**Power grid**

(3 px per µm) Pins as bars on the die edge.
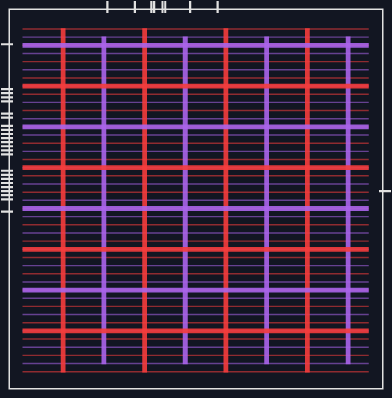
**Cell area per tile**

(3 px per µm) The die is cut into 12 by 13 equal tiles; black is low, pale yellow is high, 0 to 100% covered.
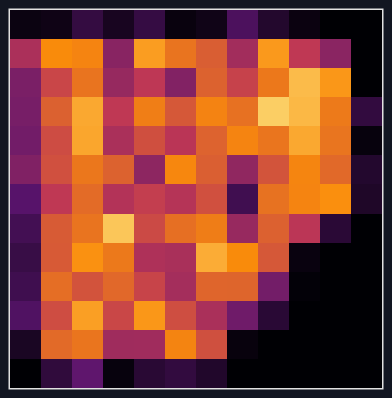
**The metal 2 layer**

(3 px per µm)
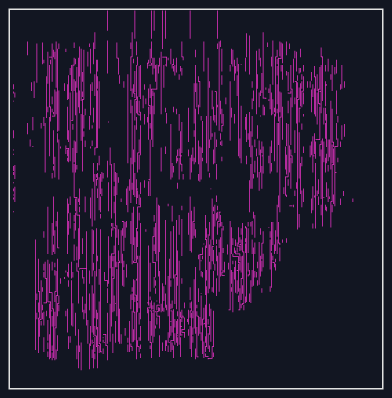
**Clock wiring as the flow saved it**

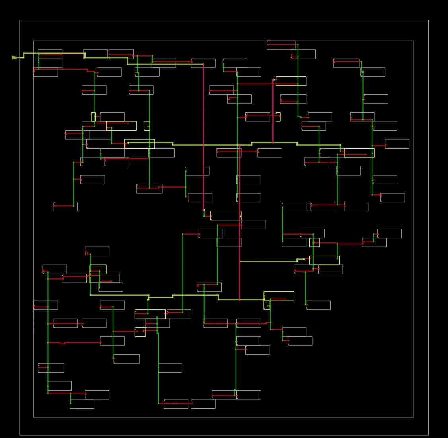
File: config.mk
export PLATFORM = sky130hd
export DESIGN_NAME = combo_lock
export DESIGN_NICKNAME = d
export VERILOG_FILES = /design/src/rtl/combo_lock.sv
export SDC_FILE = /design/constraint.sdc
export NUM_CORES = 1
export LEC_CHECK = 0
export ABC_CLOCK_PERIOD_IN_PS = 2100
export CORE_AREA = 4 4 120 122
export DETAILED_ROUTE_END_ITERATION = 7
export DIE_AREA = 0 0 124 126
export PLACE_DENSITY = 0.52
export SETUP_SLACK_MARGIN = 0.15
export SLEW_MARGIN = 20
export SYNTH_ARGS = -nofsm -noshare
export SYNTH_HDL_FRONTEND = slang
export SYNTH_SLANG_ARGS = --single-unit
File: constraint.sdc
create_clock -name clk -period 2.1 [get_ports clk]
set_input_delay 0.42 -clock clk [delete_from_list [all_inputs] [get_ports clk]]
set_output_delay 0.42 -clock clk [all_outputs]
set_load 0.01 [all_outputs]
File: src/rtl/combo_lock.sv
// combo_lock: N-digit combination lock with timeout, fail lockout, auto-relock.
// Define COMBO_LOCK_REPROG_EN to let digits entered while OPEN replace the code.
module combo_lock #(
  parameter int NUM_DIGITS     = 4,
  parameter int DIGIT_W        = 4,
  parameter logic [NUM_DIGITS*DIGIT_W-1:0] PASSWORD = 16'h2151,
  parameter int MAX_FAILS      = 3,
  parameter int LOCKOUT_CYCLES = 1000,
  parameter int DIGIT_TIMEOUT  = 5000,
  parameter int OPEN_CYCLES    = 0
) (
  input  logic                                clk,
  input  logic                                rst,
  input  logic                                digit_valid,
  input  logic [DIGIT_W-1:0]                  digit,
  input  logic                                clear,
  input  logic                                lock,
  output logic                                admitted,
  output logic                                locked_out,
  output logic                                fail_pulse,
  output logic [$clog2(MAX_FAILS+1)-1:0]      fail_count,
  output logic [$clog2(NUM_DIGITS+1)-1:0]     progress,
  output logic [NUM_DIGITS*DIGIT_W-1:0]       entry
);

  localparam int CW = NUM_DIGITS * DIGIT_W;
  localparam int FW = $clog2(MAX_FAILS + 1);
  localparam int PW = $clog2(NUM_DIGITS + 1);

  typedef enum logic [1:0] {
    S_ENTRY, S_CHECK, S_OPEN, S_LOCKOUT
  } state_e;

  state_e          state_q;
  logic            admitted_q;
  logic            locked_q;
  logic            fpulse_q;
  logic [FW-1:0]   fails_q;
  logic [PW-1:0]   prog_q;
  logic [CW-1:0]   entry_q;
  logic [31:0]     tmr_q;
  logic [31:0]     tmo_q;
  logic [CW-1:0]   code;

  logic [CW-1:0]   entry_wr;
  logic            last_dig;
  logic            tmo_hit;
  logic            open_hit;
  logic            lock_hit;

`ifdef COMBO_LOCK_REPROG_EN
  logic [CW-1:0]   code_q;
  assign code = code_q;
`else
  assign code = PASSWORD;
`endif

  always_comb begin
    entry_wr = entry_q;
    for (int i = 0; i < NUM_DIGITS; i++) begin
      if (prog_q == PW'(i))
        entry_wr[i*DIGIT_W +: DIGIT_W] = digit;
    end
    last_dig = (prog_q == PW'(NUM_DIGITS - 1));
    // idle timeout only applies to a partial entry on a digit-free cycle
    tmo_hit  = (DIGIT_TIMEOUT != 0) && (prog_q != '0) && !digit_valid
            && (tmo_q == 32'(DIGIT_TIMEOUT - 1));
    open_hit = (OPEN_CYCLES != 0) && (tmr_q == 32'(OPEN_CYCLES - 1));
    lock_hit = (tmr_q == 32'(LOCKOUT_CYCLES - 1));
  end

  always_ff @(posedge clk) begin
    if (rst) begin
      state_q    <= S_ENTRY;
      admitted_q <= 1'b0;
      locked_q   <= 1'b0;
      fpulse_q   <= 1'b0;
      fails_q    <= '0;
      prog_q     <= '0;
      entry_q    <= '0;
      tmr_q      <= '0;
      tmo_q      <= '0;
`ifdef COMBO_LOCK_REPROG_EN
      code_q     <= PASSWORD;
`endif
    end else begin
      fpulse_q <= 1'b0;
      unique case (state_q)
        S_ENTRY: begin
          if (clear || tmo_hit) begin
            prog_q  <= '0;
            entry_q <= '0;
            tmo_q   <= '0;
          end else if (digit_valid) begin
            entry_q <= entry_wr;
            prog_q  <= prog_q + PW'(1);
            tmo_q   <= '0;
            if (last_dig) state_q <= S_CHECK;
          end else if (prog_q != '0) begin
            tmo_q <= tmo_q + 32'd1;
          end
        end
        S_CHECK: begin
          prog_q  <= '0;
          entry_q <= '0;
          tmr_q   <= '0;
          tmo_q   <= '0;
          if (entry_q == code) begin
            state_q    <= S_OPEN;
            admitted_q <= 1'b1;
            fails_q    <= '0;
          end else begin
            fpulse_q <= 1'b1;
            fails_q  <= fails_q + FW'(1);
            if (fails_q == FW'(MAX_FAILS - 1)) begin
              state_q  <= S_LOCKOUT;
              locked_q <= 1'b1;
            end else begin
              state_q <= S_ENTRY;
            end
          end
        end
        S_OPEN: begin
          if (lock || open_hit) begin
            state_q    <= S_ENTRY;
            admitted_q <= 1'b0;
            tmr_q      <= '0;
            tmo_q      <= '0;
            prog_q     <= '0;
            entry_q    <= '0;
          end else begin
            if (OPEN_CYCLES != 0) tmr_q <= tmr_q + 32'd1;
`ifdef COMBO_LOCK_REPROG_EN
            if (clear || tmo_hit) begin
              prog_q  <= '0;
              entry_q <= '0;
              tmo_q   <= '0;
            end else if (digit_valid) begin
              tmo_q <= '0;
              if (last_dig) begin
                code_q     <= entry_wr;
                state_q    <= S_ENTRY;
                admitted_q <= 1'b0;
                prog_q     <= '0;
                entry_q    <= '0;
              end else begin
                entry_q <= entry_wr;
                prog_q  <= prog_q + PW'(1);
              end
            end else if (prog_q != '0) begin
              tmo_q <= tmo_q + 32'd1;
            end
`endif
          end
        end
        S_LOCKOUT: begin
          if (lock_hit) begin
            state_q  <= S_ENTRY;
            locked_q <= 1'b0;
            fails_q  <= '0;
            tmr_q    <= '0;
          end else begin
            tmr_q <= tmr_q + 32'd1;
          end
        end
      endcase
    end
  end

  assign admitted   = admitted_q;
  assign locked_out = locked_q;
  assign fail_pulse = fpulse_q;
  assign fail_count = fails_q;
  assign progress   = prog_q;
  assign entry      = entry_q;

endmodule

==> results.toml <==
# physical design summary
[outcome]
status = "completed"

[yosys]
synthDominantCellAreaShare = 0.3790
simple_gate_area_frac = 0.2948
synthDistinctLibCells = 54
synthesis.nets = 589
aoi_share = 0.1535
synth_top_cell_by_area = "sky130_fd_sc_hd__dfxtp_1"
post_synth_instance_area_mm2 = 0.004753
synth_async_sr_flop_share = 0
yosys_warnings = 0
ys_seq_share = 0.3790
synth_cells = 567

[floorplan]
floorplan.core_area_mm2 = 0.01319
pre_placement_core_utilization = 0.3604
die-width_um = 124

[final_layout]
clock_buffer_count = 12
insertedDiodeCount = 0
non_filler_instances = 831
clock_cell_area_share = 0.04093
final-comb-area_mm2 = 0.003309
comb_area_frac = 0.4944
inverters = 21

[power_and_ir_drop]
clock_power_share = 0.404
largestPowerGroup = "registers"
pwr-share-comb = 0.129
net-switching-power_mw = 0.9774
peakVddDrop_uv = 370.1

[placement]
hpwl_um = 9075
numPlacedInstances = 803

[final_timing]
hold_ws_ps = 499.3
final.min_clock_period_ps = 2074
timing.final.hold_violations = 0
worst_slack_setup_final_ps = 26.38
worst_pin_slew_ps = 453.3
fmaxAchievable_mhz = 482.2
setup_viol = 0

[cts]
clock-sinks = 90
tritoncts_clock_tree = "yes"
clk_path_buf_depth = 2
numCtsBuffers = 9
post_cts_resize_count = 17
clk_pin_slew_ps = 60

[detailed_routing]
initialDrtViolationCount = 293
met3_wirelength_um = 631
detail_route.wirelength_um = 13610
first_pass_iters = 5
route.met2.wl_um = 6220

[worst_setup_path]
crit_cells = 7
crit_chain = "or4_4 -> nor4_4 -> buf_4 -> a31oi_4 -> buf_4 -> o211ai_1 -> o32ai_1"
critPathLaunch = "tmo_q[17]"
timing.critical_path.from_type = "flip-flop"

[global_route]
global_route_wire_length_before_repair_um = 21940
grt_pass1_vias = 4422

[min_path]
hp-class = "reg -> reg"
-- 'power grid' (at the start) --
legend:
  red:
    net: VSS
  purple:
    net: VDD
met1 rails: 43
met5 straps: 8
rows: 42
met4 straps: 8

-- 'cell area per tile' (at the start) --
fullest tile: 90%
tiles over 75% full: 9.6%
mean over tiles: 41%
emptiest ninth of the die: lower right
nearly empty tiles: 15%

-- 'the metal 2 layer' (at the start) --
longest straight run: 43.3 µm
nets with wire on the layer: 569
main direction: vertical
share of all routed wire: 46%

-- 'clock wiring as the flow saved it' (at the start) --
worst setup skew after layout: 9.019 ps
power attributed to the clock group: 1.53 mW
worst-skew pair later-pin latency: 350 ps

Power and IR drop assume default switching activity.
